$ cat config.mk
export PLATFORM = sky130hd
export DESIGN_NAME = led_blink_array_flat
export DESIGN_NICKNAME = d
export VERILOG_FILES = /design/src/rtl/led_blink_array_if.sv /design/src/rtl/led_blink_array.sv /design/src/flat_wrapper.sv
export SDC_FILE = /design/constraint.sdc
export NUM_CORES = 1
export LEC_CHECK = 0
export CORE_AREA = 3 3 139 141
export DETAILED_ROUTE_END_ITERATION = 8
export DIE_AREA = 0 0 142 144
export GPL_TIMING_DRIVEN = 0
export PLACE_DENSITY = 0.77
export SETUP_SLACK_MARGIN = 0.4
export SLEW_MARGIN = 10
export SYNTH_ARGS = -nofsm -noshare
export SYNTH_HDL_FRONTEND = slang
export SYNTH_SLANG_ARGS = --single-unit
$ cat constraint.sdc
create_clock -name clk -period 5.1 [get_ports clk]
set_clock_uncertainty 0.2 [all_clocks]
set_input_delay 1.02 -clock clk [delete_from_list [all_inputs] [get_ports clk]]
set_output_delay 1.02 -clock clk [all_outputs]
set_load 0.02 [all_outputs]
$ cat src/rtl/led_blink_array_if.sv
// rtl/led_blink_array_if.sv - memory-mapped register bus for the LED blink controller
interface led_blink_array_if;
    logic        chip_select;
    logic        read_enable;
    logic        write_enable;
    logic [4:0]  address_bus;
    logic [31:0] write_data;
    logic [31:0] read_data;

    modport master (
        output chip_select,
        output read_enable,
        output write_enable,
        output address_bus,
        output write_data,
        input  read_data
    );

    modport slave (
        input  chip_select,
        input  read_enable,
        input  write_enable,
        input  address_bus,
        input  write_data,
        output read_data
    );
endinterface

$ cat src/rtl/led_blink_array.sv
// rtl/led_blink_array.sv - N-channel LED controller with off/on/blink/one-shot modes
module led_blink_array #(
    parameter int N          = 4,
    parameter int RATE_W     = 16,
    parameter int CLK_PER_MS = 100000
) (
    input  logic                 clk,
    input  logic                 reset,
    led_blink_array_if.slave     bus,
    output logic [N-1:0]         LED
);
    localparam int              PS_W         = (CLK_PER_MS > 1) ? $clog2(CLK_PER_MS) : 1;
    localparam logic [PS_W-1:0] PS_MAX       = PS_W'(CLK_PER_MS - 1);
    localparam logic [4:0]      ADDR_MODE    = 5'd16;
    localparam logic [4:0]      ADDR_RESTART = 5'd17;
    localparam logic [4:0]      ADDR_STATUS  = 5'd18;

    logic [PS_W-1:0]   ps_cnt;
    logic              tick;

    logic [RATE_W-1:0] rate  [N];
    logic [RATE_W-1:0] cnt   [N];
    logic [RATE_W-1:0] cnt_n [N];
    logic [2*N-1:0]    mode;
    logic [2*N-1:0]    mode_n;
    logic [N-1:0]      led;
    logic [N-1:0]      led_n;

    logic              wr_en;
    logic              rd_en;
    logic              mode_wr;
    logic              restart_wr;
    logic [31:0]       rd_mux;

    // Write-data bits above the active register fields are deliberately dropped.
    logic              unused_wdata;
    assign unused_wdata = ^bus.write_data;

    assign wr_en      = bus.chip_select && bus.write_enable;
    assign rd_en      = bus.chip_select && bus.read_enable;
    assign mode_wr    = wr_en && (bus.address_bus == ADDR_MODE);
    assign restart_wr = wr_en && (bus.address_bus == ADDR_RESTART);
    assign tick       = (ps_cnt == PS_MAX);
    assign LED        = led;

    // Free-running millisecond prescaler; never resynchronised to channel activity.
    always_ff @(posedge clk) begin
        if (reset) begin
            ps_cnt <= '0;
        end else if (tick) begin
            ps_cnt <= '0;
        end else begin
            ps_cnt <= ps_cnt + PS_W'(1);
        end
    end

    // Per-channel next state: entry/restart first, then mode behaviour, CPU mode write beats hardware clear.
    always_comb begin
        logic [1:0] cur_m;
        logic [1:0] new_m;
        logic       at_end;
        logic       os_clr;
        mode_n = mode;
        led_n  = led;
        cur_m  = '0;
        new_m  = '0;
        at_end = 1'b0;
        os_clr = 1'b0;
        for (int i = 0; i < N; i++) begin
            cnt_n[i] = cnt[i];
            cur_m    = mode[2*i +: 2];
            new_m    = bus.write_data[2*i +: 2];
            at_end   = ({1'b0, cnt[i]} + (RATE_W+1)'(1)) >= {1'b0, rate[i]};
            os_clr   = 1'b0;
            if ((mode_wr && (new_m != cur_m) && new_m[1]) ||
                (restart_wr && bus.write_data[i] && cur_m[1])) begin
                led_n[i] = 1'b1;
                cnt_n[i] = '0;
            end else begin
                case (cur_m)
                    2'b00: begin
                        led_n[i] = 1'b0;
                        cnt_n[i] = '0;
                    end
                    2'b01: begin
                        led_n[i] = 1'b1;
                        cnt_n[i] = '0;
                    end
                    2'b10: begin
                        if (rate[i] == '0) begin
                            led_n[i] = 1'b0;
                            cnt_n[i] = '0;
                        end else if (tick) begin
                            if (at_end) begin
                                led_n[i] = ~led[i];
                                cnt_n[i] = '0;
                            end else begin
                                cnt_n[i] = cnt[i] + RATE_W'(1);
                            end
                        end
                    end
                    default: begin
                        if (rate[i] == '0) begin
                            led_n[i] = 1'b0;
                            cnt_n[i] = '0;
                            os_clr   = 1'b1;
                        end else if (tick) begin
                            if (at_end) begin
                                led_n[i] = 1'b0;
                                cnt_n[i] = '0;
                                os_clr   = 1'b1;
                            end else begin
                                cnt_n[i] = cnt[i] + RATE_W'(1);
                            end
                        end
                    end
                endcase
            end
            if (mode_wr) begin
                mode_n[2*i +: 2] = new_m;
            end else if (os_clr) begin
                mode_n[2*i +: 2] = 2'b00;
            end
        end
    end

    // Register file and channel state.
    always_ff @(posedge clk) begin
        if (reset) begin
            mode <= '0;
            led  <= '0;
            for (int i = 0; i < N; i++) begin
                rate[i] <= '0;
                cnt[i]  <= '0;
            end
        end else begin
            mode <= mode_n;
            led  <= led_n;
            for (int i = 0; i < N; i++) begin
                cnt[i] <= cnt_n[i];
                if (wr_en && (bus.address_bus == 5'(i))) begin
                    rate[i] <= bus.write_data[RATE_W-1:0];
                end
            end
        end
    end

    // Read mux over pre-write register contents; reserved addresses read 0.
    always_comb begin
        rd_mux = '0;
        for (int i = 0; i < N; i++) begin
            if (bus.address_bus == 5'(i)) begin
                rd_mux = 32'(rate[i]);
            end
        end
        if (bus.address_bus == ADDR_MODE) begin
            rd_mux = 32'(mode);
        end
        if (bus.address_bus == ADDR_STATUS) begin
            rd_mux = 32'(led);
        end
    end

    // Registered read data, held between reads.
    always_ff @(posedge clk) begin
        if (reset) begin
            bus.read_data <= '0;
        end else if (rd_en) begin
            bus.read_data <= rd_mux;
        end
    end
endmodule

$ cat src/flat_wrapper.sv
// flat-port wrapper written by rule: the top's interface ports become plain ports
module led_blink_array_flat 
#(
    parameter int N          = 4,
    parameter int RATE_W     = 16,
    parameter int CLK_PER_MS = 100000
)
  (clk, reset, LED, bus_chip_select, bus_read_enable, bus_write_enable, bus_address_bus, bus_write_data, bus_read_data);
  led_blink_array_if bus_i ();
  input  logic clk;
  input  logic reset;
  output logic [N-1:0] LED;
  input wire logic [$bits(bus_i.chip_select)-1:0] bus_chip_select;
  input wire logic [$bits(bus_i.read_enable)-1:0] bus_read_enable;
  input wire logic [$bits(bus_i.write_enable)-1:0] bus_write_enable;
  input wire logic [$bits(bus_i.address_bus)-1:0] bus_address_bus;
  input wire logic [$bits(bus_i.write_data)-1:0] bus_write_data;
  output wire logic [$bits(bus_i.read_data)-1:0] bus_read_data;
  assign bus_i.chip_select = bus_chip_select;
  assign bus_i.read_enable = bus_read_enable;
  assign bus_i.write_enable = bus_write_enable;
  assign bus_i.address_bus = bus_address_bus;
  assign bus_i.write_data = bus_write_data;
  assign bus_read_data = bus_i.read_data;
  led_blink_array #(.N(N), .RATE_W(RATE_W), .CLK_PER_MS(CLK_PER_MS)) u_core (.clk(clk), .reset(reset), .bus(bus_i), .LED(LED));
endmodule
==> results.toml, run 1 <==
# synthesis and place-and-route metrics
[status]
status = "complete, no violations"

[floorplanning]
floorplan.core_util_pct = 60.0
dieWidth_um = 142
die_y_um = 144
core_um2 = 18100
chipArea_um2 = 20400
nWellTaps = 229

[setup_path]
reg2reg_from = "u_core.cnt[2][0]$_SDFFE_PP0P_"
ff2ff_path_depth = 14
crit_arrival_ns = 4.63
cp_max_fo = 9
crit_required_ns = 5.26
cp-end-kind = "flop"
start_kind = "flop"

[layout]
seq_area_um2 = 4100
nets = 1452
nonClkBufAreaFrac_pct = 6.26
instances_no_fill = 1567
design_area_um2 = 12200
area.growth.synth_to_final_pct = 12.8
clkbuf_count = 17
seq_cell_count = 173
num-fill-cells = 1462

[power_and_ir_drop]
power_w = 0.00311
power_frac_clock_pct = 43.2
p_per_area_nw_per_um2 = 254
p_leak_nw = 4.85

[detailed_routing]
route.met2.wl_um = 14200
top_layer_used = "met4"
dr_total_vias = 9610
drc = 0
drt-initial-drc-count = 921

[placed_design]
dp_worst_setup_slack_ns = 0.718
place_area_um2 = 11600
dpl.cell_count = 1535
port-buffer-count = 43

[synth]
avgSynthCellArea_um2 = 8.70
synthCells = 1248
ys_cells = 1248
yosysTopAreaCell = "dfxtp_1"
top_cell_area_share_pct = 20.1
yosys_area_um2 = 10900
synthTopCellsByCount = "dfxtp_1, nor2_1, nand2_1"
area_leaders = "dfxtp_1, edfxtp_1, ha_1, xnor2_1, and2_1"
ys_seq_share_pct = 37.8
async_flop_share_pct = 0
flop_cell = "dfxtp_1"
synth_area_um2 = 10900

[timing]
max_freq_mhz = 224
setup_slack_ns = 0.635
whs_ns = 0.254
max_slew_margin_pct = 6.78

[clock_network]
clkSlewWorstSetupHoldPaths_ns = 0.07
clock-sinks = 173
clk_path_buf_depth = 2
ctsResizeCount = 0
cts_buffers = 17
cts_tree = "done"
clkLatencyLatePin_ns = 0.45

[global_routing]
antenna_found_initial = 0
grt_overflow = 0

[hold_path]
hp-class = "flop to flop"
-- run 1: cell families (layout without fill, tap and decap cells) --
group,count (synthesis),in the layout,synth area share (%)
xor+xnor,86,86,6.94
buf+inv,152,227,6.01
fa+ha+maj,85,85,9.80
compound gates,225,225,13.1
simple gates,496,496,23.6
other cells,1,16,0.0345
mux,30,30,2.77
flops,173,173,37.8
-- run 1: cell usage in the layout (no fill, tap or decap), drive strengths merged, types with 5 or more instances in the layout --
| master | n |
|---|---|
| ha | 85 |
| o221ai | 5 |
| nand2 | 99 |
| a21oi | 71 |
| a22oi | 15 |
| nand4 | 18 |
| nor2 | 104 |
| or3 | 9 |
| nor4 | 34 |
| a31oi | 11 |
| nand2b | 7 |
| edfxtp | 64 |
| nand3b | 10 |
| nor2b | 6 |
| dfxtp | 109 |
| nor3 | 34 |
| and4 | 6 |
| xor2 | 36 |
| and3 | 16 |
| nand4b | 5 |
| clkbuf | 49 |
| clkinv | 6 |
| mux2i | 30 |
| a21o | 19 |
| conb | 16 |
| and2 | 63 |
| nand3 | 72 |
| o21ai | 47 |
| xnor2 | 50 |
| buf | 36 |
| inv | 90 |
| a221oi | 7 |
| clkdlybuf4s50 | 43 |
| o22ai | 14 |
| a211oi | 5 |
-- run 1: state kept, by name, summed over array words and instances, names as in the netlist --
register / flops
u_core.cnt: 64
u_core.rate: 64
u_core.ps_cnt: 17
u_core.bus.read_data: 16
u_core.mode: 8
u_core.LED: 4
-- run 1: worst max-delay path by stage --
| stage | startpoint | end | slack (ns) | cells after the start |
|---|---|---|---|---|
| 2_1_floorplan | u_core.cnt[0][0]$_SDFFE_PP0P_ | u_core.cnt[0][9]$_SDFFE_PP0P_ | 1.42 | 13 |
| 3_3_place_gp | u_core.cnt[0][0]$_SDFFE_PP0P_ | u_core.mode[1]$_SDFFE_PP0P_ | 0.74 | 13 |
| 3_5_place_dp | u_core.cnt[0][0]$_SDFFE_PP0P_ | u_core.mode[1]$_SDFFE_PP0P_ | 0.72 | 13 |
| 4_1_cts | u_core.cnt[0][0]$_SDFFE_PP0P_ | u_core.mode[1]$_SDFFE_PP0P_ | 0.66 | 13 |
| 5_1_grt | u_core.cnt[0][0]$_SDFFE_PP0P_ | u_core.mode[1]$_SDFFE_PP0P_ | 0.40 | 13 |
| 6_report | u_core.cnt[2][0]$_SDFFE_PP0P_ | u_core.cnt[2][7]$_SDFFE_PP0P_ | 0.64 | 14 |
-- run 1: power groups by stage --
stage | Sequential [W] | Clock, W | Combinational [W]
global placement | 0.00155 | 0 | 0.000231
floorplan | 0.00153 | 0 | 0.000148
finish | 0.00152 | 0.00134 | 0.000243
global route | 0.00152 | 0.00140 | 0.000266
CTS | 0.00152 | 0.00135 | 0.000238
detailed placement | 0.00155 | 0 | 0.000236
-- run 1: critical path, stage by stage (launching register included) --
cell and delay (ns):
dfxtp_1 0.43, ha_1 0.27, and3_1 0.18, clkbuf_1 0.21, nand3_1 0.29, nor3_1 0.42, xnor2_1 0.22, ha_1 0.31
a21oi_1 0.17, o21a_1 0.14, a2bb2oi_1 0.42, o211ai_2 0.37, nor2_1 0.46, nand3_1 0.13, a21oi_1 0.16
==> run_1/cell_classes.png <==
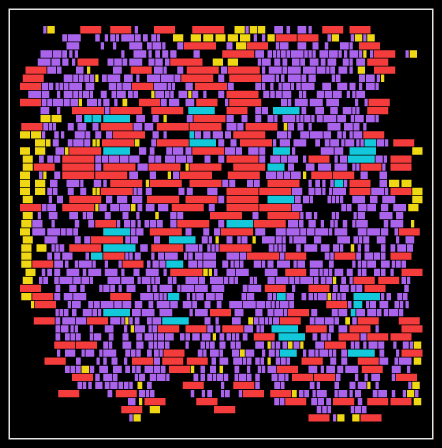
| colour | class | cells |
|---|---|---|
| purple | all other logic | 1022 |
| red | flip-flops | 173 |
| yellow | other buffers and delay cells | 111 |
| cyan | clock drivers and dummy loads | 32 |

==> run_1/port_nets.png <==
Bar = 50 um.
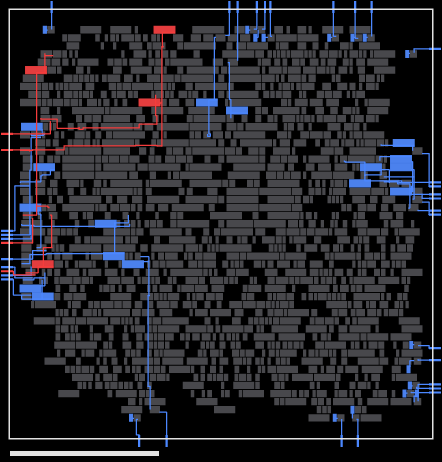
| colour | port | bits | direction | end cells | buffers | wire |
|---|---|---|---|---|---|---|
| blue | bus_read_data | 32 | output | 32 | 32 | 741 um |
| red | LED | 4 | output | 4 | 4 | 301 um |

==> run_1/density.png <==
Bar = 50 um. 14 x 14 tiles, from black (low) to pale yellow (high), 0 to 100% covered.
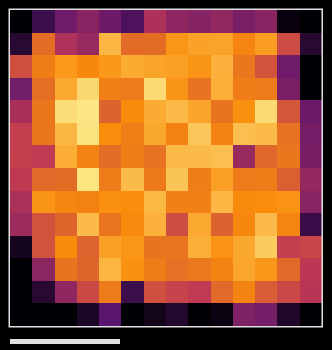
nearly empty tiles: 6.1%
tiles over 75% full: 31%
densest ninth of the die: centre

==> run_1/final_congestion.png <==
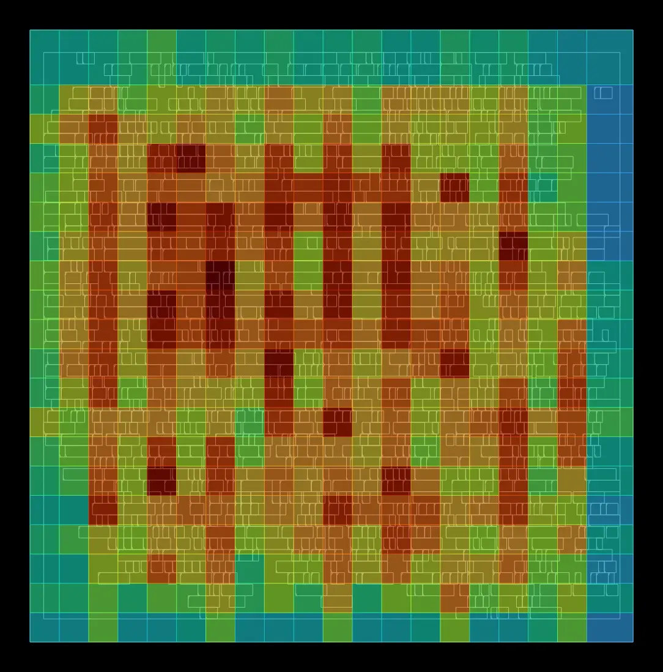
M2 GR Usage: 48.6%
GRT met1 Usage: 40.0%
Routed wire per std cell: 19.4 um
met3 Use GR: 6.48%
most used routing layer: met2

==> run_1/pdn.png <==
Bar = 50 um. Pins as bars on the die edge.
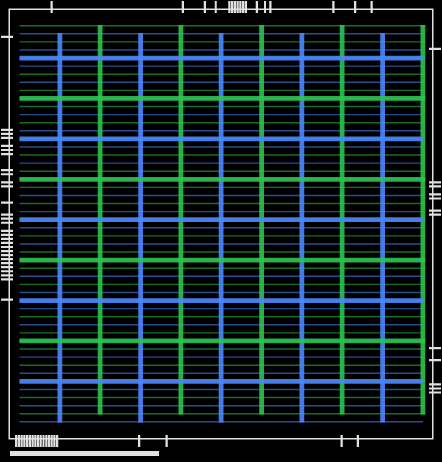

==> run 2: changes to the inputs <==
CORE_AREA = 3 3 138 140   (was 3 3 139 141)
CTS_BUF_LIST = sky130_fd_sc_hd__clkbuf_4   (was unset)
DIE_AREA = 0 0 141 143   (was 0 0 142 144)
PLACE_DENSITY = 0.78   (was 0.77)
==> run_2/pdn.png <==
Bar = 50 um. Pins as bars on the die edge.
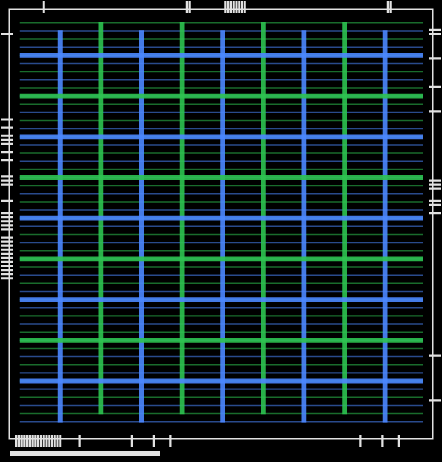
| colour | net |
|---|---|
| blue | VSS |
| green | VDD |
met5 straps: 9
rows: 49
signal pins: 78

==> run_2/port_nets.png <==
Bar = 50 um.
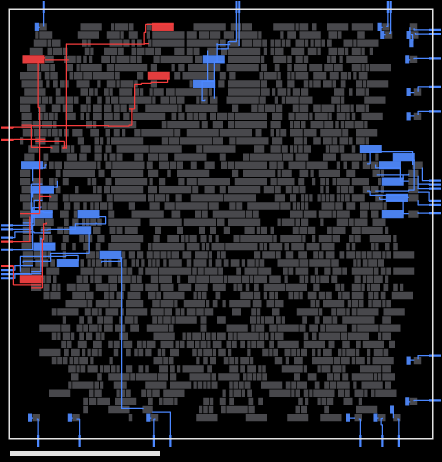
| colour | port | bits | direction | end cells | buffers | wire |
|---|---|---|---|---|---|---|
| red | LED | 4 | output | 4 | 4 | 321 um |
| blue | bus_read_data | 32 | output | 32 | 32 | 664 um |

==> run 2 against run 1 <==
Net effect:
- first-iteration DRC count up 2.8%
- sequential power about the same
- synthesized cell count did not move
- cell area shrank 2.1%
- register-to-register slack improved by 0.13 ns
- flip-flop count stayed put
- largest cell class unchanged
==> results.toml, run 2 <==
# synthesis and place-and-route metrics
[status]
status = "complete, no violations"

[synth]
avgSynthCellArea_um2 = 8.70
synthTopCellsByCount = "dfxtp_1, nor2_1, nand2_1"
area_leaders = "dfxtp_1, edfxtp_1, ha_1, xnor2_1, and2_1"
flop_cell = "dfxtp_1"
top_cell_area_share_pct = 20.1
synthCells = 1248
async_flop_share_pct = 0
edf_count = 64
synth_area_um2 = 10900
ys_cells = 1248
ys_seq_share_pct = 37.8
yosys_area_um2 = 10900
yosysTopAreaCell = "dfxtp_1"
ys_types = 64

[hold_path]
hp-class = "flop to flop"

[clock_network]
clock-sinks = 173
cts_tree = "done"
clkSlewWorstSetupHoldPaths_ns = 0.17
cts-root-buf = "clkbuf_4"
cts_buffers = 17
clkLatencyLatePin_ns = 0.62
clk_path_buf_depth = 2

[floorplanning]
rows = 49
floorplan.core_util_pct = 60.4
dieWidth_um = 141
die_y_um = 143
core_um2 = 18000
chipArea_um2 = 20200

[placed_design]
gp_congestion = 0.957
port-buffer-count = 43
dp_worst_setup_slack_ns = 0.664
hpwl_um = 22900

[setup_path]
cp-end-kind = "flop"
crit_arrival_ns = 4.67
start_kind = "flop"
crit_required_ns = 5.44
cp_max_fo = 10

[detailed_routing]
drt-initial-drc-count = 947
drc = 0
wirelength_um = 30200
antenna_left = 0
dr_total_vias = 9598
first_pass_iters = 5
wl_per_cell_um = 19.2

[layout]
seq_area_um2 = 4100
nets = 1452
final_cell_mix = "dfxtp_1, nor2_1, nand2_1"
drive_above_1_share_pct = 5.90
final_util_pct = 66.8
num-fill-cells = 1506
largestRegisters = "u_core.cnt: 64 flops, u_core.rate: 64 flops, u_core.ps_cnt: 17 flops"
area.growth.synth_to_final_pct = 10.5
layout.cells.most_common = "dfxtp_1"

[timing]
max_freq_mhz = 231
setup_slack_ns = 0.768
rsz0062_at_grt = "false"
fin_crit_sh_pct = 84.9
max_slew_margin_pct = 17.4
setup_viol = 0

[power_and_ir_drop]
max-vdd-ir-drop_mv = 0.152
p_per_area_nw_per_um2 = 226
p_leak_nw = 4.74

[flow_run]
tool_warnings = 54

[global_routing]
grt_max_degree = 19
grt_overflow = 0
grt_pass1_vias = 8798
antenna_found_initial = 2
==> run_2/cell_classes.png <==
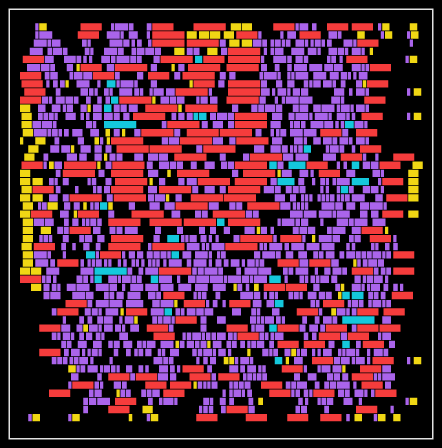
| colour | class | cells |
|---|---|---|
| purple | all other logic | 1022 |
| cyan | clock drivers and dummy loads | 32 |
| yellow | other buffers and delay cells | 111 |
| red | flip-flops | 173 |

[run 2: cell counts after synthesis]
No cell type changed its count.
[run 2: final cells by class]
cell class | instances | share of cell area, %
timing repair buffer | 43 | 3.59
tap | 229 | 2.39
buffer | 68 | 2.81
clock buffer | 17 | 1.06
inverter | 84 | 2.63
antenna | 1 | 0.0209
multi-input combinational | 938 | 51.5
sequential | 173 | 34.2
clock inverter | 15 | 1.84
[run 2: path summary, 6_finish.rpt]
kind         cells after the start  slack (ns)                     startpoint                            end
min reg2reg                      1        0.26    u_core.ps_cnt[0]$_SDFF_PP0_    u_core.ps_cnt[0]$_SDFF_PP0_
min                              1        0.26    u_core.ps_cnt[0]$_SDFF_PP0_    u_core.ps_cnt[0]$_SDFF_PP0_
max                             14        0.77  u_core.cnt[0][0]$_SDFFE_PP0P_  u_core.cnt[0][6]$_SDFFE_PP0P_
max reg2reg                     14        0.77  u_core.cnt[0][0]$_SDFFE_PP0P_  u_core.cnt[0][6]$_SDFFE_PP0P_
[run 2: where the power goes]
part	internal [W]	switching [W]	total, W
clock	0.000367	0.000574	0.000941
combinational	0.0000928	0.000150	0.000243
sequential	0.00147	0.0000517	0.00152
[run 2: stage by stage]
step / hold WS [ns] / std cells / total power [W] / area (um^2)
floorplan: 0.213 / 1263 / 0.00168 / 10900
global placement: 0.226 / 1535 / 0.00178 / 11600
detailed placement: 0.233 / 1535 / 0.00178 / 11600
CTS: 0.259 / 1567 / 0.00270 / 12000
global route: 0.274 / 1568 / 0.00279 / 12000
finish: 0.255 / 1568 / 0.00271 / 12000
[run 2: kinds of logic after synthesis]
| kind of cell | Yosys count | share of synthesized area (%) |
|---|---|---|
| and+or+nand+nor | 496 | 23.6 |
| AOI/OAI and AO/OA | 225 | 13.1 |
| DFF | 173 | 37.8 |
| buffers and inverters | 152 | 6.01 |
| xor gates and xnor gates | 86 | 6.94 |
| adders and majority gates | 85 | 9.80 |
| muxes | 30 | 2.77 |
| other | 1 | 0.0345 |
[run 2: repair_timing]
item,4_1_cts,5_1_grt
setup endpoints to repair,0,18
hold buffers,0,0
hold endpoints to repair,0,0
resized,0,2
[run 2: critical path: stages, from the launching register on]
cell	delay, ns
dfxtp_1	0.48
ha_1	0.30
nand3_2	0.21
nor4_2	0.52
nand3_1	0.21
xnor2_1	0.19
ha_1	0.33
nand2_1	0.06
o21ai_0	0.22
a41oi_1	0.07
o31ai_1	0.64
clkbuf_1	0.44
o21ai_0	0.14
a22oi_1	0.17
nor2_1	0.06
[run 2: layer usage]
| layer | global-route usage (%) | vias up | part of all wire, % |
|---|---|---|---|
| met2 | 48.2 | 436 | 46 |
| met1 | 38.5 | 4511 | 41 |
| met4 | 10.8 | 0 | 3.2 |
| li1 | - | 4572 | - |
| met5 | 0 | - | 0 |
| met3 | 6.73 | 79 | 9.9 |
==> run_2/density.png <==
Bar = 50 um. 14 x 14 tiles, from black (low) to pale yellow (high), 0 to 100% covered.
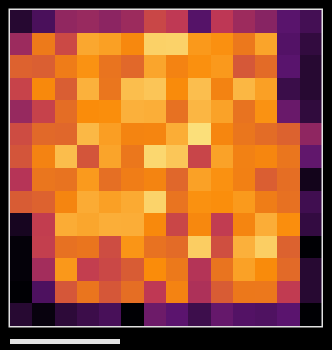

==> run 3: changes to the inputs <==
CORE_AREA = 3 3 144 146   (was 3 3 138 140)
DIE_AREA = 0 0 147 149   (was 0 0 141 143)
PLACE_DENSITY = 0.75   (was 0.78)
clock period = 3.68 ns   (was 5.1 ns; I/O delays follow)
==> run_3/density.png <==
Bar = 50 um. 15 x 15 tiles, from black (low) to pale yellow (high), 0 to 100% covered.
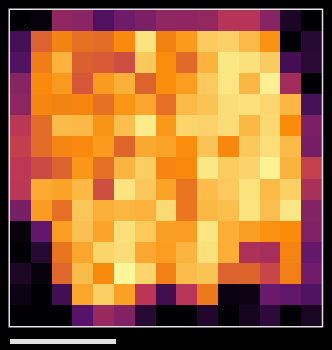
tiles over 75% full: 47%
nearly empty tiles: 6.7%
fullest tile: 98%
mean over tiles: 62%

==> run_3/port_nets.png <==
Bar = 50 um.
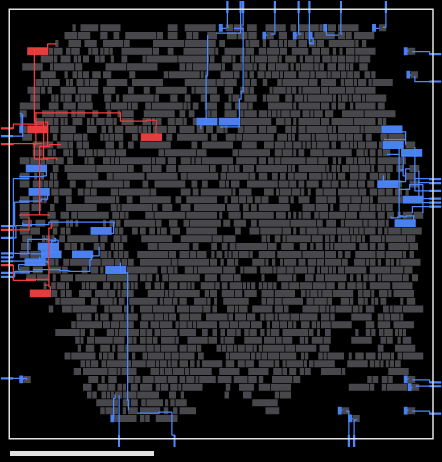
| colour | port | bits | direction | end cells | buffers | wire |
|---|---|---|---|---|---|---|
| red | LED | 4 | output | 4 | 4 | 266 um |
| blue | bus_read_data | 32 | output | 32 | 32 | 756 um |

==> run 3 against run 2 <==
Net effect:
- routed wire length increased by 18%
- flip-flop count unchanged
- via count increased by 11%
- core utilization increased by 4.1 points
- worst hold slack improved by 0.0044 ns
- combinational power increased by 53%
- die area increased by 8.6%
- synthesized area unchanged
- cell count increased by 7.6%
- maximum frequency increased by 19%
- highest routed layer unchanged
==> results.toml, run 3 <==
# synthesis and place-and-route metrics
[status]
status = "complete, no violations"

[timing]
fin_crit_sh_pct = 99.1
final_hold_viol_count = 0
fin_crit_ns = 3.65
worst_pin_slew_ns = 1.35
max_freq_mhz = 274
max_slew_margin_pct = 9.05
setup-tns-final_ns = 0
rsz0062_at_grt = "true"
setup_viol = 0
maxSlewViolCount = 0
whs_ns = 0.260

[synth]
synth-xor-area-share_pct = 6.94
adder_share_pct = 9.80
edf_count = 64
synth_area_um2 = 10900
ys_seq_share_pct = 37.8
top_cell_area_share_pct = 20.1
topCombFamilyByArea = "simple AND/OR/NAND/NOR gates"
async_flop_share_pct = 0
synth_flop_count = 173
top_cell = "dfxtp_1"
aoi_share_pct = 13.1
synthTopCellsByCount = "dfxtp_1, nor2_1, nand2_1"
mux_share_pct = 2.77
area_leaders = "dfxtp_1, edfxtp_1, ha_1, xnor2_1, and2_1"
ys_cells = 1248
simple_gate_share_pct = 23.6
ys_types = 64
yosys_area_um2 = 10900
yosysWarnings = 0
yosysTopAreaCell = "dfxtp_1"
synthCells = 1248
avgSynthCellArea_um2 = 8.70
flop_cell = "dfxtp_1"

[clock_network]
clk_path_buf_depth = 2
htreeDepth = 4
cts_buffers = 17
clock-sinks = 173
ctsHoldBuffers = 0
cts-root-buf = "clkbuf_4"
clkLatencyLatePin_ns = 0.62
cts_tree = "done"
clkSlewWorstSetupHoldPaths_ns = 0.14

[detailed_routing]
drt-initial-drc-count = 1105
antenna_left = 0
wl_per_cell_um = 21.1
first_pass_iters = 8
avgViaCountPerCell = 6.30
wirelength_um = 35600
drc = 0
dr_total_vias = 10630

[layout]
area.growth.synth_to_final_pct = 27.4
layout.cells.most_common = "nand2_1"
final_cell_mix = "nand2_1, inv_1, ha_1"
nets = 1535
logic_area_um2 = 7070
num-fill-cells = 1417
seq_area_um2 = 4180
largestRegisters = "u_core.cnt: 64 flops, u_core.rate: 64 flops, u_core.ps_cnt: 17 flops"
drive_above_1_share_pct = 23.6

[setup_path]
path_cells = "buf_4, nand4_1, nor3_4, nand3_2, nor2_2, xor2_1, ha_1, nand4_1, nor4_4, o21ai_2, o211ai_4, buf_12, buf_6, o21ai_1, a22oi_1, nor2_1"
worstSetupPathType = "flop to flop"
cp_max_fo = 8
slowest_stage = "dfxtp_4"
crit_required_ns = 3.95
cp-end-kind = "flop"
slowest_delay_ns = 0.39
crit_top_cell = "nand4_1"
start_kind = "flop"
crit_arrival_ns = 3.91

[global_routing]
grt.total_usage_pct = 30.0
grt_max_degree = 17
grt_pass1_wl_um = 52000
grt_pass1_vias = 9705
grt_overflow = 0
antenna_found_initial = 1

[floorplanning]
dieWidth_um = 147
die_y_um = 149
ios = 78
rows = 51
floorplan.core_util_pct = 55.6
chipArea_um2 = 21900
core_um2 = 19500

[power_and_ir_drop]
p_per_area_nw_per_um2 = 267
max-vdd-ir-drop_mv = 0.224
p_leak_nw = 5.54

[flow_run]
maxCapViolCount = 0
tool_warnings = 57

[hold_path]
hp-class = "flop to flop"

[placed_design]
gp_congestion = 0.919
hpwl_um = 23500
port-buffer-count = 43
==> run_3/pdn.png <==
Bar = 50 um. Pins as bars on the die edge.
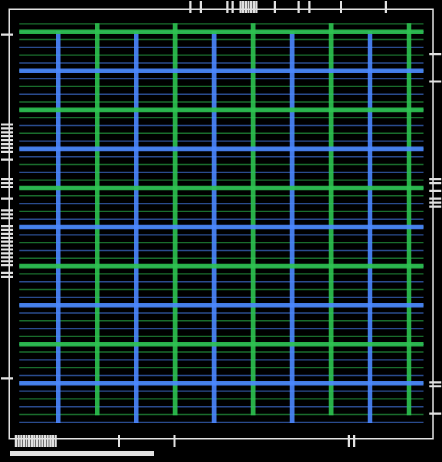
| colour | net |
|---|---|
| blue | VSS |
| green | VDD |
met1 rails: 52
rows: 51
signal pins: 78
met4 straps: 10
met5 straps: 10

==> run 3: cell counts after synthesis <==
No cell type changed its count.
==> run 3: final timing paths <==
check,from,to,slack (ns),depth (start not counted)
hold / removal,u_core.ps_cnt[0]$_SDFF_PP0_,u_core.ps_cnt[0]$_SDFF_PP0_,0.26,1
hold reg to reg,u_core.ps_cnt[0]$_SDFF_PP0_,u_core.ps_cnt[0]$_SDFF_PP0_,0.26,1
setup / recovery,u_core.cnt[2][1]$_SDFFE_PP0P_,u_core.cnt[2][11]$_SDFFE_PP0P_,0.03,16
setup reg to reg,u_core.cnt[2][1]$_SDFFE_PP0P_,u_core.cnt[2][11]$_SDFFE_PP0P_,0.03,16
==> run 3: worst max-delay path, delay by kind of cell, from the launching register on <==
family / cells / cell delay [ns]
AND/OR/NAND/NOR: 7 / 1.46
adder cells (fa/ha/maj): 1 / 0.32
AND-OR/OR-AND: 4 / 0.60
buffers and inverters: 3 / 0.41
flip-flops: 1 / 0.39
XOR/XNOR: 1 / 0.13
==> run 3: per-stage QoR <==
step                cell area (um^2)  util, %  std cells  total power (W)  setup WS, ns
finish                         13800     70.8       1687          0.00369        0.0340
global route                   13800     70.8       1687          0.00380        -0.108
CTS                            12900     66.1       1641          0.00366         0.196
detailed placement             11700     60.0       1571          0.00248        -0.550
global placement               11700     60.0       1571          0.00247        -0.473
floorplan                      11000        -       1263          0.00232         0.399
==> run 3: kinds of logic after synthesis <==
logic type      after synthesis
simple gates                496
compound gates              225
flops                       173
buf+inv                     152
xor+xnor                     86
fa+ha+maj                    85
mux                          30
other cells                   1
==> run 3: layout make-up <==
| type | instances | area share [%] |
|---|---|---|
| antenna | 1 | 0.0181 |
| buffer | 68 | 3.09 |
| clock buffer | 19 | 1.03 |
| clock inverter | 13 | 1.18 |
| inverter | 84 | 2.28 |
| multi-input combinational | 938 | 51.1 |
| sequential | 173 | 30.2 |
| tap | 265 | 2.40 |
| timing repair buffer | 126 | 8.71 |
==> run 3: what timing repair did <==
item                       in CTS  in global routing
pin swaps                      42                 99
hold endpoints to repair        0                  0
resized                       148                144
cloned                          2                  3
setup buffers                  36                 42
setup endpoints to repair      76                 76
==> run 3: routing by layer <==
metal  up-vias  track usage, %  wire [um]  part of all wire (%)
li1       4745               -          -                     -
met1      5108            39.5      14200                    40
met2       624            49.3      16500                    46
met3       153            5.68       3180                   8.9
met4         0            11.1       1680                   4.7
met5         -               0          0                     0
==> run 3: where the power goes <==
group,internal [W],total (W),switching (W),leakage [nW]
combinational,0.000141,0.000373,0.000231,3.87
sequential,0.00203,0.00210,0.0000709,1.51
clock,0.000494,0.00123,0.000732,0.167
No activity file was given, so power comes from the tool's default toggle rates.
